File: src/rtl/health_tracker.sv
// Health tracker: keeps player and NPC hit points during a battle, applies
// at most one hit per frame per fighter and gives each fighter a short
// invulnerability window after taking damage. Dead flags stay set until Reset.
module health_tracker #(
    parameter int HP_W          = 8,
    parameter int MAX_HP        = 100,
    parameter int DAMAGE        = 10,
    parameter int INVULN_FRAMES = 30
) (
    input  logic            Clk,
    input  logic            Reset,
    input  logic            frame_clk,
    input  logic            battle_active,
    input  logic            player_hit,
    input  logic            npc_hit,
    output logic [HP_W-1:0] player_hp,
    output logic [HP_W-1:0] npc_hp,
    output logic            Player_Dead,
    output logic            NPC_Dead,
    output logic            player_hurt,
    output logic            npc_hurt
);

    // A zero-length window still needs a one-bit counter to keep widths legal.
    localparam int CNT_W = (INVULN_FRAMES > 0) ? $clog2(INVULN_FRAMES + 1) : 1;

    localparam logic [HP_W-1:0]  MAX_HP_V   = HP_W'(MAX_HP);
    localparam logic [HP_W-1:0]  DAMAGE_V   = HP_W'(DAMAGE);
    localparam logic [CNT_W-1:0] CNT_LOAD   = CNT_W'(INVULN_FRAMES);
    localparam logic [CNT_W-1:0] CNT_ONE    = CNT_W'(1);
    localparam bit               HAS_WINDOW = (INVULN_FRAMES > 0);

    typedef enum logic [1:0] {
        READY  = 2'd0,
        INVULN = 2'd1,
        DEAD   = 2'd2
    } fighter_state_e;

    // Index 0 is the player, index 1 is the NPC; both run the same machine.
    fighter_state_e   state_q   [2];
    fighter_state_e   state_d   [2];
    logic [HP_W-1:0]  hp_q      [2];
    logic [HP_W-1:0]  hp_d      [2];
    logic [CNT_W-1:0] cnt_q     [2];
    logic [CNT_W-1:0] cnt_d     [2];
    logic             pending_q [2];
    logic             pending_d [2];
    logic             hit       [2];

    logic frame_clk_delayed_q;
    logic frame_clk_delayed_d;
    logic frame_edge;

    assign hit[0] = player_hit;
    assign hit[1] = npc_hit;

    // Rising edge of the vertical sync marks the start of a new frame.
    always_comb begin
        frame_clk_delayed_d = frame_clk;
        frame_edge          = frame_clk & ~frame_clk_delayed_q;
    end

    // State register: all fighter state plus the frame edge detector.
    always_ff @(posedge Clk) begin
        if (Reset) begin
            frame_clk_delayed_q <= 1'b0;
            for (int i = 0; i < 2; i++) begin
                state_q[i]   <= READY;
                hp_q[i]      <= MAX_HP_V;
                cnt_q[i]     <= '0;
                pending_q[i] <= 1'b0;
            end
        end else begin
            frame_clk_delayed_q <= frame_clk_delayed_d;
            for (int i = 0; i < 2; i++) begin
                state_q[i]   <= state_d[i];
                hp_q[i]      <= hp_d[i];
                cnt_q[i]     <= cnt_d[i];
                pending_q[i] <= pending_d[i];
            end
        end
    end

    // Next state: latch hits during a frame, apply them on the frame edge,
    // run the window countdown, and freeze everything outside a battle.
    always_comb begin
        for (int i = 0; i < 2; i++) begin
            state_d[i]   = state_q[i];
            hp_d[i]      = hp_q[i];
            cnt_d[i]     = cnt_q[i];
            pending_d[i] = pending_q[i];

            if (!battle_active) begin
                pending_d[i] = 1'b0;
            end else begin
                case (state_q[i])
                    READY: begin
                        pending_d[i] = pending_q[i] | hit[i];
                        if (frame_edge && pending_q[i]) begin
                            pending_d[i] = 1'b0;
                            if (hp_q[i] <= DAMAGE_V) begin
                                hp_d[i]    = '0;
                                state_d[i] = DEAD;
                            end else begin
                                hp_d[i] = hp_q[i] - DAMAGE_V;
                                if (HAS_WINDOW) begin
                                    state_d[i] = INVULN;
                                    cnt_d[i]   = CNT_LOAD;
                                end
                            end
                        end
                    end
                    INVULN: begin
                        pending_d[i] = 1'b0;
                        if (frame_edge) begin
                            cnt_d[i] = cnt_q[i] - CNT_ONE;
                            if (cnt_q[i] == CNT_ONE) begin
                                state_d[i] = READY;
                            end
                        end
                    end
                    DEAD: begin
                        pending_d[i] = 1'b0;
                        hp_d[i]      = '0;
                    end
                    default: begin
                        state_d[i]   = READY;
                        pending_d[i] = 1'b0;
                    end
                endcase
            end
        end
    end

    // Outputs are decoded straight from the registered state.
    always_comb begin
        player_hp   = hp_q[0];
        npc_hp      = hp_q[1];
        Player_Dead = (state_q[0] == DEAD);
        NPC_Dead    = (state_q[1] == DEAD);
        player_hurt = (state_q[0] == INVULN);
        npc_hurt    = (state_q[1] == INVULN);
    end

endmodule

File: config.mk
export PLATFORM = sky130hd
export DESIGN_NAME = health_tracker
export DESIGN_NICKNAME = d
export VERILOG_FILES = /design/src/rtl/health_tracker.sv
export SDC_FILE = /design/constraint.sdc
export NUM_CORES = 1
export LEC_CHECK = 0
export ABC_AREA = 1
export CORE_UTILIZATION = 50
export DETAILED_ROUTE_END_ITERATION = 12
export GPL_ROUTABILITY_DRIVEN = 1
export GPL_TIMING_DRIVEN = 0
export PLACE_DENSITY = 0.74
export SKIP_LAST_GASP = 1
export SYNTH_ARGS = -nofsm -noshare
export SYNTH_HDL_FRONTEND = slang
export SYNTH_SLANG_ARGS = --single-unit
File: constraint.sdc
create_clock -name Clk -period 3.55 [get_ports Clk]
set_input_delay 0.5325 -clock Clk [delete_from_list [all_inputs] [get_ports Clk]]
set_output_delay 0.5325 -clock Clk [all_outputs]
set_load 0.01 [all_outputs]
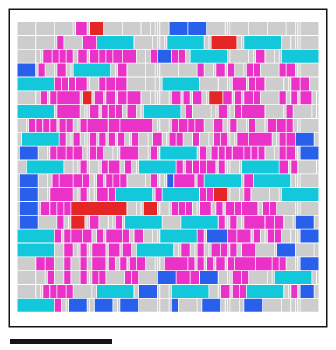
(images/cell_classes.png)
Bar = 20 microns. Fill, decap, tap and diode cells in grey.
legend:
  all other logic:
    colour: magenta
    cells: 240
  clock drivers and dummy loads:
    colour: red
    cells: 8
  flops:
    colour: cyan
    cells: 31
  other buffers and delay cells:
    colour: blue
    cells: 27

==> flow_metrics.env <==
# source this file to load flow results
export IMPL_status="completed"
export IMPL_grt_ovfl_total=0
export IMPL_dpl_hpwl_microns=2780
export IMPL_clk_pin_slew_ns=0.11
export IMPL_clock_sinks=31
export IMPL_warning_count=28
export IMPL_seqPwrFrac_pct=43.6
export IMPL_power_group_top="sequential cells"
export IMPL_busiest_layer="met2"
export IMPL_via_per_inst=5.03
export IMPL_placedCellCount=344
export IMPL_min_period_ns=2.10
export IMPL_critPathLaunch="state_q[0][2]"
export IMPL_grt_pass1_wl_microns=6400
export IMPL_antenna_found_initial=0
export IMPL_largest_class="multi-input combinational cells"
export IMPL_path_cells="inv_2, nor2_4, clkdlybuf4s50_1"
export IMPL_num_vias=1769
export IMPL_n_all_buffers=27
export IMPL_postPlaceCellArea_sq_um=2090
export IMPL_synthCells=275
export IMPL_fin_area_sq_um=2180
export IMPL_post_synth_cell_area_avg_sq_um=6.57
export IMPL_io_buffer_count=22
export IMPL_first_pass_iters=4
export IMPL_pin_count=26
export IMPL_final_cells=352
export IMPL_pre_cts_slack_ns=1.54
export IMPL_netlist_area_leader_share_pct=34.3
export IMPL_dr_wl_met3_microns=170
export IMPL_finalSetupViolations=0
export IMPL_cts_resized=0
export IMPL_cp_slowest_cell="clkdlybuf4s50_1"
export IMPL_die_w_microns=62.1
export IMPL_taps=46
export IMPL_flop_count=31
export IMPL_synth_area_top_cells="dfxtp_1 34%, nand2_1 13%, nor2_1 9.1%, nand3_1 7.5%, inv_1 6.6%"
export IMPL_maxCapViolations=0
export IMPL_cp_start_kind="register"
export IMPL_layout_area_comb_sq_um=1010
export IMPL_period_used_pct=59.3
export IMPL_synthTopCellsByCount="63 x nand2_1, 44 x nor2_1, 32 x inv_1, 31 x dfxtp_1, 27 x nand3_1"
export IMPL_holdPathEnd="cnt_q[0][6]"
export IMPL_fin_setup_tns_ns=0
export IMPL_seq_area_frac_synth_pct=34.3
export IMPL_final_core_util_pct=64.2
export IMPL_min_from="cnt_q[0][6]"
export IMPL_met1_length_microns=1790
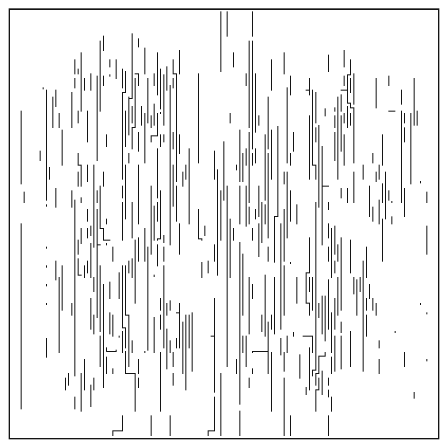
(images/met2.png)
main direction: vertical
nets with wire on the layer: 257
share of all routed wire: 46%
longest straight run: 26.9 microns

cells in the final DEF (no fill, tap or decap), drive strengths merged, types with 7 or more instances in the layout:
cell | synthesis | final
nand3 | 29 | 29
clkbuf | 1 | 7
o21ai | 9 | 9
clkdlybuf4s50 | 0 | 22
nand2 | 67 | 67
dfxtp | 31 | 31
nor2 | 51 | 51
inv | 37 | 37
a21oi | 17 | 17
flip-flops by register name (all words and copies together), names as in the netlist:
register and cells:
frame_clk_delayed_q 1, state_q 4, cnt_q 10, hp_q 14
pending_q 2
kinds of logic after synthesis:
logic type      share of synthesized area, %
simple gates                            39.4
buf+inv                                 9.90
xor+xnor                                1.45
flops                                   34.3
other cells                            0.207
compound gates                          10.5
fa+ha+maj                               4.15
